Figure 1. M1 wires (run 1).
The bar under the picture is 20 microns long. Supply wires on this layer in gray.
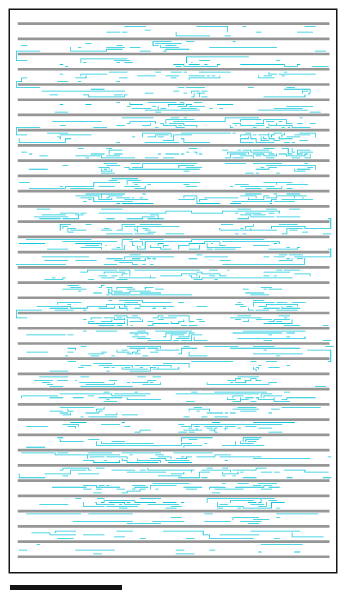
Figure 2. The metal 2 layer (run 1).
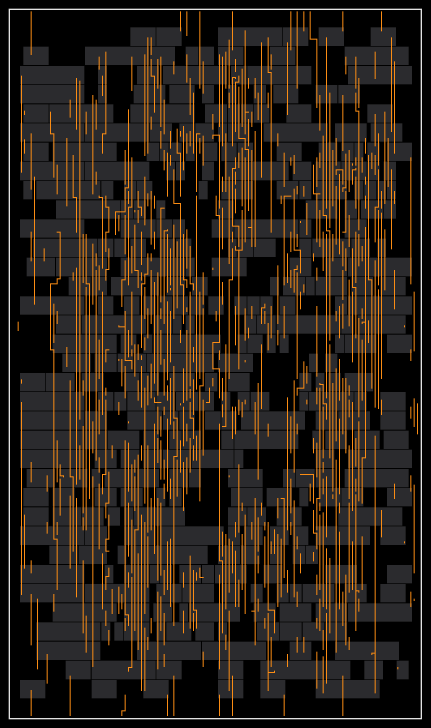
Figure 3. Met3 routing (run 1).
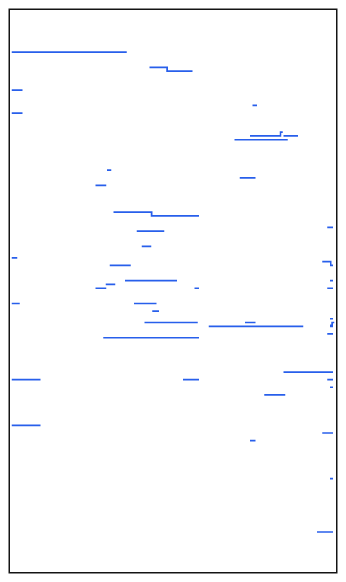
Figure 4. M4 wires (run 1).
Supply wires on this layer in gray.
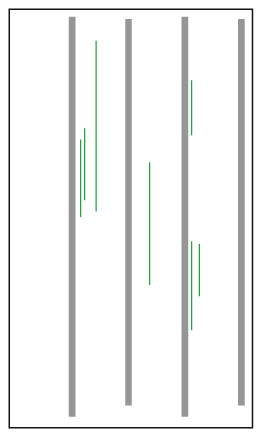
<file path="src/rtl/gtb_pkg.sv">
// Shared types, constants and the Gray-to-binary decode for the Gray tracker.
package gtb_pkg;

  typedef enum logic [1:0] {
    INIT  = 2'd0,
    TRACK = 2'd1,
    ERROR = 2'd2
  } gtb_state_e;

  localparam int unsigned RESYNC_CNT          = 4;
  localparam int unsigned ERR_CNT_MAX         = 255;
  localparam int unsigned SYNC_STAGES_DEFAULT = 2;

  // Zero-extended inputs decode correctly because the upper Gray bits are 0.
  function automatic logic [31:0] gray2bin(input logic [31:0] g);
    logic [31:0] b;
    b     = '0;
    b[31] = g[31];
    for (int unsigned i = 31; i > 0; i--) begin
      b[i-1] = b[i] ^ g[i-1];
    end
    return b;
  endfunction

endpackage

</file>
<file path="src/rtl/gtb_if.sv">
// Control, Gray input and tracking-result bundle of the Gray tracker.
interface gtb_if #(
  parameter int unsigned W = 4
);
  logic         en;
  logic         clr;
  logic [W-1:0] g_in;
  logic [W-1:0] bin_out;
  logic [15:0]  pos;
  logic         dir;
  logic         step_valid;
  logic         err;
  logic [7:0]   err_cnt;
  logic         trk;

  modport master (
    output en, clr, g_in,
    input  bin_out, pos, dir, step_valid, err, err_cnt, trk
  );

  modport slave (
    input  en, clr, g_in,
    output bin_out, pos, dir, step_valid, err, err_cnt, trk
  );
endinterface

</file>
<file path="src/rtl/gtb_sync.sv">
// Multi-flop synchronizer for the asynchronous Gray input, with a fill flag
// that marks when the last stage holds a real post-reset sample.
module gtb_sync #(
  parameter int unsigned W           = 4,
  parameter int unsigned SYNC_STAGES = 2
) (
  input  logic         clk,
  input  logic         rst_n,
  input  logic [W-1:0] i_d,
  output logic [W-1:0] o_q,
  output logic         o_valid
);

  logic [SYNC_STAGES-1:0][W-1:0] r_stage;
  logic [SYNC_STAGES-1:0]        r_vld;

  always_ff @(posedge clk or negedge rst_n) begin
    if (!rst_n) begin
      r_stage <= '0;
      r_vld   <= '0;
    end else begin
      r_stage <= {r_stage[SYNC_STAGES-2:0], i_d};
      r_vld   <= {r_vld[SYNC_STAGES-2:0], 1'b1};
    end
  end

  assign o_q     = r_stage[SYNC_STAGES-1];
  assign o_valid = r_vld[SYNC_STAGES-1];

endmodule

</file>
<file path="src/rtl/gtb_tracker.sv">
// Gray-coded absolute position tracker: synchronizes, decodes, accumulates
// single-code steps into a signed position and recovers from illegal jumps.
module gtb_tracker
  import gtb_pkg::*;
#(
  parameter int unsigned W           = 4,
  parameter int unsigned SYNC_STAGES = SYNC_STAGES_DEFAULT
) (
  input  logic  clk,
  input  logic  rst_n,
  gtb_if.slave  bus
);

  logic [W-1:0] w_sync;
  logic         w_sync_vld;
  logic [W-1:0] w_dec;
  logic [W-1:0] w_delta;
  logic         w_up;
  logic         w_down;

  gtb_state_e   r_state, w_state_nxt;
  logic [W-1:0] r_prev_g, w_prev_g_nxt;
  logic [W-1:0] r_prev_b, w_prev_b_nxt;
  logic [W-1:0] r_bin, w_bin_nxt;
  logic [W-1:0] r_last, w_last_nxt;
  logic [15:0]  r_pos, w_pos_nxt;
  logic         r_dir, w_dir_nxt;
  logic         r_sv, w_sv_nxt;
  logic         r_err, w_err_nxt;
  logic [7:0]   r_err_cnt, w_err_cnt_nxt;
  logic [1:0]   r_stab, w_stab_nxt;
  logic         r_trk;

  gtb_sync #(
    .W           (W),
    .SYNC_STAGES (SYNC_STAGES)
  ) u_sync (
    .clk     (clk),
    .rst_n   (rst_n),
    .i_d     (bus.g_in),
    .o_q     (w_sync),
    .o_valid (w_sync_vld)
  );

  assign w_dec   = W'(gray2bin(32'(w_sync)));
  assign w_delta = w_dec - r_prev_b;
  assign w_up    = (w_delta == W'(1));
  assign w_down  = (w_delta == '1);

  always_comb begin
    w_state_nxt   = r_state;
    w_prev_g_nxt  = r_prev_g;
    w_prev_b_nxt  = r_prev_b;
    w_bin_nxt     = r_bin;
    w_last_nxt    = r_last;
    w_pos_nxt     = r_pos;
    w_dir_nxt     = r_dir;
    w_sv_nxt      = 1'b0;
    w_err_nxt     = 1'b0;
    w_err_cnt_nxt = r_err_cnt;
    w_stab_nxt    = r_stab;

    if (bus.clr) begin
      w_pos_nxt     = '0;
      w_err_cnt_nxt = '0;
      w_dir_nxt     = 1'b0;
      w_stab_nxt    = '0;
      w_state_nxt   = INIT;
    end else if (bus.en) begin
      unique case (r_state)
        INIT: begin
          if (w_sync_vld) begin
            w_prev_g_nxt = w_sync;
            w_prev_b_nxt = w_dec;
            w_bin_nxt    = w_dec;
            w_pos_nxt    = 16'(w_dec);
            w_state_nxt  = TRACK;
          end
        end
        TRACK: begin
          if (w_sync != r_prev_g) begin
            if (w_up || w_down) begin
              w_pos_nxt    = w_up ? r_pos + 16'd1 : r_pos - 16'd1;
              w_dir_nxt    = w_up;
              w_sv_nxt     = 1'b1;
              w_prev_g_nxt = w_sync;
              w_prev_b_nxt = w_dec;
              w_bin_nxt    = w_dec;
            end else begin
              w_err_nxt = 1'b1;
              if (r_err_cnt != 8'(ERR_CNT_MAX)) w_err_cnt_nxt = r_err_cnt + 8'd1;
              w_last_nxt  = w_sync;
              w_stab_nxt  = '0;
              w_state_nxt = ERROR;
            end
          end
        end
        ERROR: begin
          // The offending sample counts as the reference; four further equal samples resync.
          if (w_sync == r_last) begin
            if (r_stab == 2'(RESYNC_CNT - 1)) begin
              w_prev_g_nxt = w_sync;
              w_prev_b_nxt = w_dec;
              w_bin_nxt    = w_dec;
              w_stab_nxt   = '0;
              w_state_nxt  = TRACK;
            end else begin
              w_stab_nxt = r_stab + 2'd1;
            end
          end else begin
            w_last_nxt = w_sync;
            w_stab_nxt = '0;
          end
        end
        default: w_state_nxt = INIT;
      endcase
    end
  end

  always_ff @(posedge clk or negedge rst_n) begin
    if (!rst_n) begin
      r_state   <= INIT;
      r_prev_g  <= '0;
      r_prev_b  <= '0;
      r_bin     <= '0;
      r_last    <= '0;
      r_pos     <= '0;
      r_dir     <= 1'b0;
      r_sv      <= 1'b0;
      r_err     <= 1'b0;
      r_err_cnt <= '0;
      r_stab    <= '0;
      r_trk     <= 1'b0;
    end else begin
      r_state   <= w_state_nxt;
      r_prev_g  <= w_prev_g_nxt;
      r_prev_b  <= w_prev_b_nxt;
      r_bin     <= w_bin_nxt;
      r_last    <= w_last_nxt;
      r_pos     <= w_pos_nxt;
      r_dir     <= w_dir_nxt;
      r_sv      <= w_sv_nxt;
      r_err     <= w_err_nxt;
      r_err_cnt <= w_err_cnt_nxt;
      r_stab    <= w_stab_nxt;
      r_trk     <= (w_state_nxt == TRACK);
    end
  end

  assign bus.bin_out    = r_bin;
  assign bus.pos        = r_pos;
  assign bus.dir        = r_dir;
  assign bus.step_valid = r_sv;
  assign bus.err        = r_err;
  assign bus.err_cnt    = r_err_cnt;
  assign bus.trk        = r_trk;

endmodule

</file>
<file path="src/flat_wrapper.sv">
// flat-port wrapper written by rule: the top's interface ports become plain ports
module gtb_tracker_flat import gtb_pkg::*;
#(
  parameter int unsigned W           = 4,
  parameter int unsigned SYNC_STAGES = SYNC_STAGES_DEFAULT
)
  (clk, rst_n, bus_en, bus_clr, bus_g_in, bus_bin_out, bus_pos, bus_dir, bus_step_valid, bus_err, bus_err_cnt, bus_trk);
  gtb_if #(.W(W)) bus_i ();
  input  logic clk;
  input  logic rst_n;
  input wire logic [$bits(bus_i.en)-1:0] bus_en;
  input wire logic [$bits(bus_i.clr)-1:0] bus_clr;
  input wire logic [$bits(bus_i.g_in)-1:0] bus_g_in;
  output wire logic [$bits(bus_i.bin_out)-1:0] bus_bin_out;
  output wire logic [$bits(bus_i.pos)-1:0] bus_pos;
  output wire logic [$bits(bus_i.dir)-1:0] bus_dir;
  output wire logic [$bits(bus_i.step_valid)-1:0] bus_step_valid;
  output wire logic [$bits(bus_i.err)-1:0] bus_err;
  output wire logic [$bits(bus_i.err_cnt)-1:0] bus_err_cnt;
  output wire logic [$bits(bus_i.trk)-1:0] bus_trk;
  assign bus_i.en = bus_en;
  assign bus_i.clr = bus_clr;
  assign bus_i.g_in = bus_g_in;
  assign bus_bin_out = bus_i.bin_out;
  assign bus_pos = bus_i.pos;
  assign bus_dir = bus_i.dir;
  assign bus_step_valid = bus_i.step_valid;
  assign bus_err = bus_i.err;
  assign bus_err_cnt = bus_i.err_cnt;
  assign bus_trk = bus_i.trk;
  gtb_tracker #(.W(W), .SYNC_STAGES(SYNC_STAGES)) u_core (.clk(clk), .rst_n(rst_n), .bus(bus_i));
endmodule
</file>
<file path="config.mk">
export PLATFORM = sky130hd
export DESIGN_NAME = gtb_tracker_flat
export DESIGN_NICKNAME = d
export VERILOG_FILES = /design/src/rtl/gtb_pkg.sv /design/src/rtl/gtb_if.sv /design/src/rtl/gtb_sync.sv /design/src/rtl/gtb_tracker.sv /design/src/flat_wrapper.sv
export SDC_FILE = /design/constraint.sdc
export NUM_CORES = 1
export LEC_CHECK = 0
export CAP_MARGIN = 15
export CORE_ASPECT_RATIO = 1.75
export CORE_UTILIZATION = 60
export DETAILED_ROUTE_END_ITERATION = 8
export GPL_ROUTABILITY_DRIVEN = 0
export PLACE_DENSITY_LB_ADDON = 0.05
export SYNTH_ARGS = -nofsm -noshare
export SYNTH_HDL_FRONTEND = slang
export SYNTH_HIERARCHICAL = 1
export SYNTH_SLANG_ARGS = --single-unit
</file>
<file path="constraint.sdc">
create_clock -name clk -period 12.75 [get_ports clk]
set_clock_uncertainty 0.1 [all_clocks]
set_input_delay 1.9125 -clock clk [delete_from_list [all_inputs] [get_ports clk]]
set_output_delay 1.9125 -clock clk [all_outputs]
set_load 0.005 [all_outputs]
</file>
==> impl_metrics.json, run 1 <==
{
  "grt_util_met1_pct": 28.17,
  "inv_count": 13,
  "cp.depth": 16,
  "overflow": 0,
  "cpMaxStageDelayCell": "dfrtp_1",
  "cts_sinks": 53,
  "cp-startpoint": "u_core/u_sync/o_q[3]",
  "tightest_slew_ns": 0.9635,
  "top_cells_by_count": "dfrtp_1 (53), a21oi_1 (29), nor2_1 (23), ha_1 (20), o21ai_0 (16)",
  "ios": 40,
  "p_leak_nw": 1.636,
  "floorplan.nets": 365,
  "cpLargestDelayFamily": "adder cells",
  "tritoncts": "yes",
  "rows": 35,
  "dp.cells": 434,
  "edf_count": 0,
  "comb-power_mw": 0.400,
  "topCellsByArea": "dfrtp_1 (40%), ha_1 (7.5%), a21oi_1 (4.4%), xor2_1 (4.0%), xnor2_1 (3.2%)",
  "outcome": "complete, no violations",
  "io_buffer_count": 39,
  "diodes": 0,
  "p_seq_share_pct": 29.5,
  "chipArea_sq_mm": 0.005839,
  "pwr-share-clk_pct": 16.0,
  "worstHoldPathType": "reg2reg",
  "cts_resized": 0,
  "cp.required_ns": 12.85,
  "critical_path_class": "reg2reg",
  "syn_avg_cell_area_sq_um": 9.898,
  "crit_path_start_kind": "register",
  "core_sq_mm": 0.005299,
  "ys_types": 53,
  "intPower_mw": 0.4289,
  "rsz0062_at_grt": "no",
  "crit_chain": "xor2_1, xor2_1, xnor2_1, ha_1, fa_1, xor2_1, nand3b_1, a21oi_4, inv_2, ha_1, o21ai_0, nor3_1, a2111oi_0, a311oi_1, a21oi_1, nand3b_1",
  "crit_end": "u_core/bus.pos[15]",
  "dp_hpwl_microns": 5190,
  "top_usage_layer": "met2",
  "synthXorXnorAreaFrac_pct": 7.132,
  "die_height_microns": 100.3,
  "grtUsageTotal_pct": 25.29,
  "syn_inst": 335,
  "synthMuxAreaShare_pct": 5.170,
  "remaining_drc_errors": 0,
  "cpMostUsedCell": "xor2_1",
  "hold_depth": 0,
  "yosysSeqAreaShare_pct": 40.00,
  "post-route-util_pct": 72.40,
  "ys_cells": 335,
  "die_w_microns": 58.20,
  "r2r-start": "u_core/u_sync/o_q[3]",
  "first_iter_violations": 144,
  "p_comb_share_pct": 54.6,
  "powerSeq_mw": 0.216,
  "reg2reg_slack_ns": 7.99,
  "ys_warn_count": 6,
  "setup_slack_ns": 7.988,
  "htreeDepth": 2,
  "largest_area_cell": "dfrtp_1",
  "setup_viol": 0,
  "peakVddDrop_mv": 0.1247,
  "largestClassByArea": "logic gates",
  "nets": 397,
  "cp_slowest_stage_delay_ns": 0.47,
  "viasPerCell": 5.984,
  "min_from": "u_core/u_sync/r_stage[1]",
  "met1_length_microns": 2800,
  "final-nonclk-buf-share_pct": 10.63,
  "grt_max_degree": 54,
  "numCtsBuffers": 5,
  "met3_length_microns": 177,
  "holdPathEnd": "u_core/u_sync/o_q[1]"
}
-- Figure 1 (at the start) --
nets with wire on the layer	363
main direction	horizontal

-- Figure 2 (at the start) --
wire length on this layer	3,830 microns
main direction	vertical
share of all routed wire	55%
longest straight run	47.9 microns
nets with wire on the layer	351
M2 GR Usage: 46.51%
Post-Route WL: 6955 microns

-- Figure 3 (at the start) --
wire length on this layer	178 microns
main direction	horizontal
longest straight run	20.2 microns
share of all routed wire	2.6%
nets with wire on the layer	35
met3 GRT Util: 3.608%
Vias: 2,645

-- Figure 4 (at the start) --
nets with wire on the layer	7
main direction	vertical
longest straight run	40.8 microns
share of all routed wire	2.2%

Figure 5. Track usage over the die (run 1).
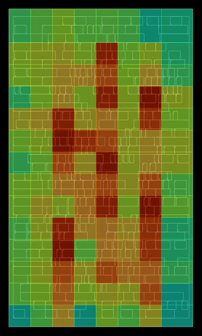

--- run 2 (diff from run 1) ---
--- a/config.mk
+++ b/config.mk
@@ -7,7 +7,7 @@
 export LEC_CHECK = 0
 export CAP_MARGIN = 15
 export CORE_ASPECT_RATIO = 1.75
-export CORE_UTILIZATION = 60
+export CORE_UTILIZATION = 51
 export DETAILED_ROUTE_END_ITERATION = 8
 export GPL_ROUTABILITY_DRIVEN = 0
 export PLACE_DENSITY_LB_ADDON = 0.05
==> constraint.sdc (replaced) <==
create_clock -name clk -period 4.3 [get_ports clk]
set_clock_uncertainty 0.1 [all_clocks]
set_input_delay 0.645 -clock clk [delete_from_list [all_inputs] [get_ports clk]]
set_output_delay 0.645 -clock clk [all_outputs]
set_load 0.005 [all_outputs]
Figure 6. Track usage over the die (run 2).
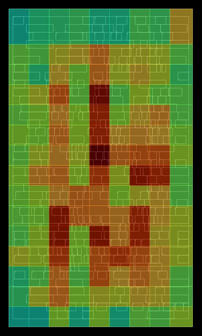
Wirelength per Cell: 16.38 microns
GRT Util Overall: 23.27%
M2 GR Usage: 45.08%
GRT busiest layer: met2
post-layout util: 63.50%

Figure 7. M1 wires (run 2).
The bar under the picture is 20 microns long. Supply wires on this layer in gray.
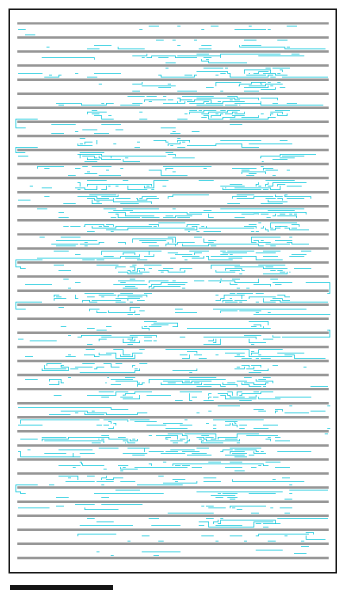
wire length on this layer	2,860 microns
share of all routed wire	38%
nets with wire on the layer	370
main direction	horizontal
longest straight run	22.5 microns

==> run 2 against run 1 <==
  * Cell count rose by 3.8%
  * Critical path depth did not move
  * Wire length rose by 8.1%
==> impl_metrics.json, run 2 <==
{
  "outcome": "complete, no violations",
  "hold_depth": 0,
  "tightest_slew_ns": 0.8503,
  "largestClassByArea": "logic gates",
  "clkCellAreaFrac_pct": 2.278,
  "setup_viol": 0,
  "core_sq_mm": 0.006228,
  "floorplan.nets": 365,
  "powerSeq_mw": 0.643,
  "p_comb_share_pct": 57.9,
  "yosysSeqAreaShare_pct": 40.00,
  "cp.depth": 16,
  "critical_path_class": "reg2reg",
  "ys_warn_count": 6,
  "pwr-share-clk_pct": 13.0,
  "diodes": 0,
  "holdPathEnd": "u_core/u_sync/o_q[1]",
  "largest_area_cell": "dfrtp_1",
  "ys_types": 53,
  "grt_pass1_vias": 2670,
  "cpMaxStageDelayCell": "dfrtp_1",
  "cpMostUsedCell": "xor2_1",
  "min_from": "u_core/u_sync/r_stage[1]",
  "r2r-start": "u_core/u_sync/o_q[3]",
  "reg2reg_slack_ns": 0.29,
  "worstHoldPathType": "reg2reg",
  "final-nonclk-buf-share_pct": 12.40,
  "ios": 40,
  "dp.cells": 449,
  "die_w_microns": 62.95,
  "syn_inst": 335,
  "rows": 38,
  "grt_max_degree": 54,
  "dp_hpwl_microns": 5584,
  "nets": 408,
  "comb-power_mw": 1.28,
  "intPower_mw": 1.272,
  "cp_slowest_stage_delay_ns": 0.45,
  "overflow": 0,
  "cp-startpoint": "u_core/u_sync/o_q[3]",
  "ys_cells": 335,
  "viasPerCell": 5.861,
  "crit_chain": "xor2_4, xor2_2, xnor2_1, ha_1, fa_1, xor2_1, nand3b_1, a21oi_4, inv_4, ha_2, o211ai_1, o211a_1, o21a_1, o31ai_1, xor2_1, a22o_1",
  "chipArea_sq_mm": 0.006840,
  "htreeDepth": 2,
  "p_seq_share_pct": 29.1,
  "grt_util_met1_pct": 23.89,
  "crit_end": "u_core/bus.pos[14]",
  "setup_slack_ns": 0.2942,
  "met1_length_microns": 2863,
  "io_buffer_count": 39,
  "die_height_microns": 108.7,
  "cts_sinks": 53,
  "crit_path_start_kind": "register",
  "peakVddDrop_mv": 0.3937,
  "tritoncts": "yes",
  "cts_resized": 1,
  "topCellsByArea": "dfrtp_1 (40%), ha_1 (7.5%), a21oi_1 (4.4%), xor2_1 (4.0%), xnor2_1 (3.2%)",
  "synthMuxAreaShare_pct": 5.170,
  "r2r_end": "u_core/bus.pos[14]",
  "cpLargestDelayFamily": "AND-OR/OR-AND gates"
}
Figure 8. Met3 routing (run 2).
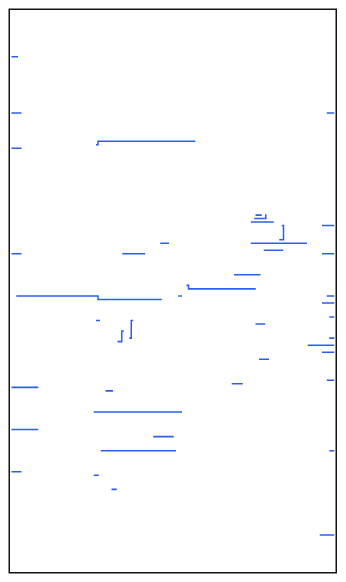
main direction	horizontal
longest straight run	18.6 microns
wire length on this layer	185 microns
nets with wire on the layer	36
Vias: 2,690
met3 GRT Util: 3.347%
Post-Route WL: 7520 microns

Power and IR drop assume default switching activity.
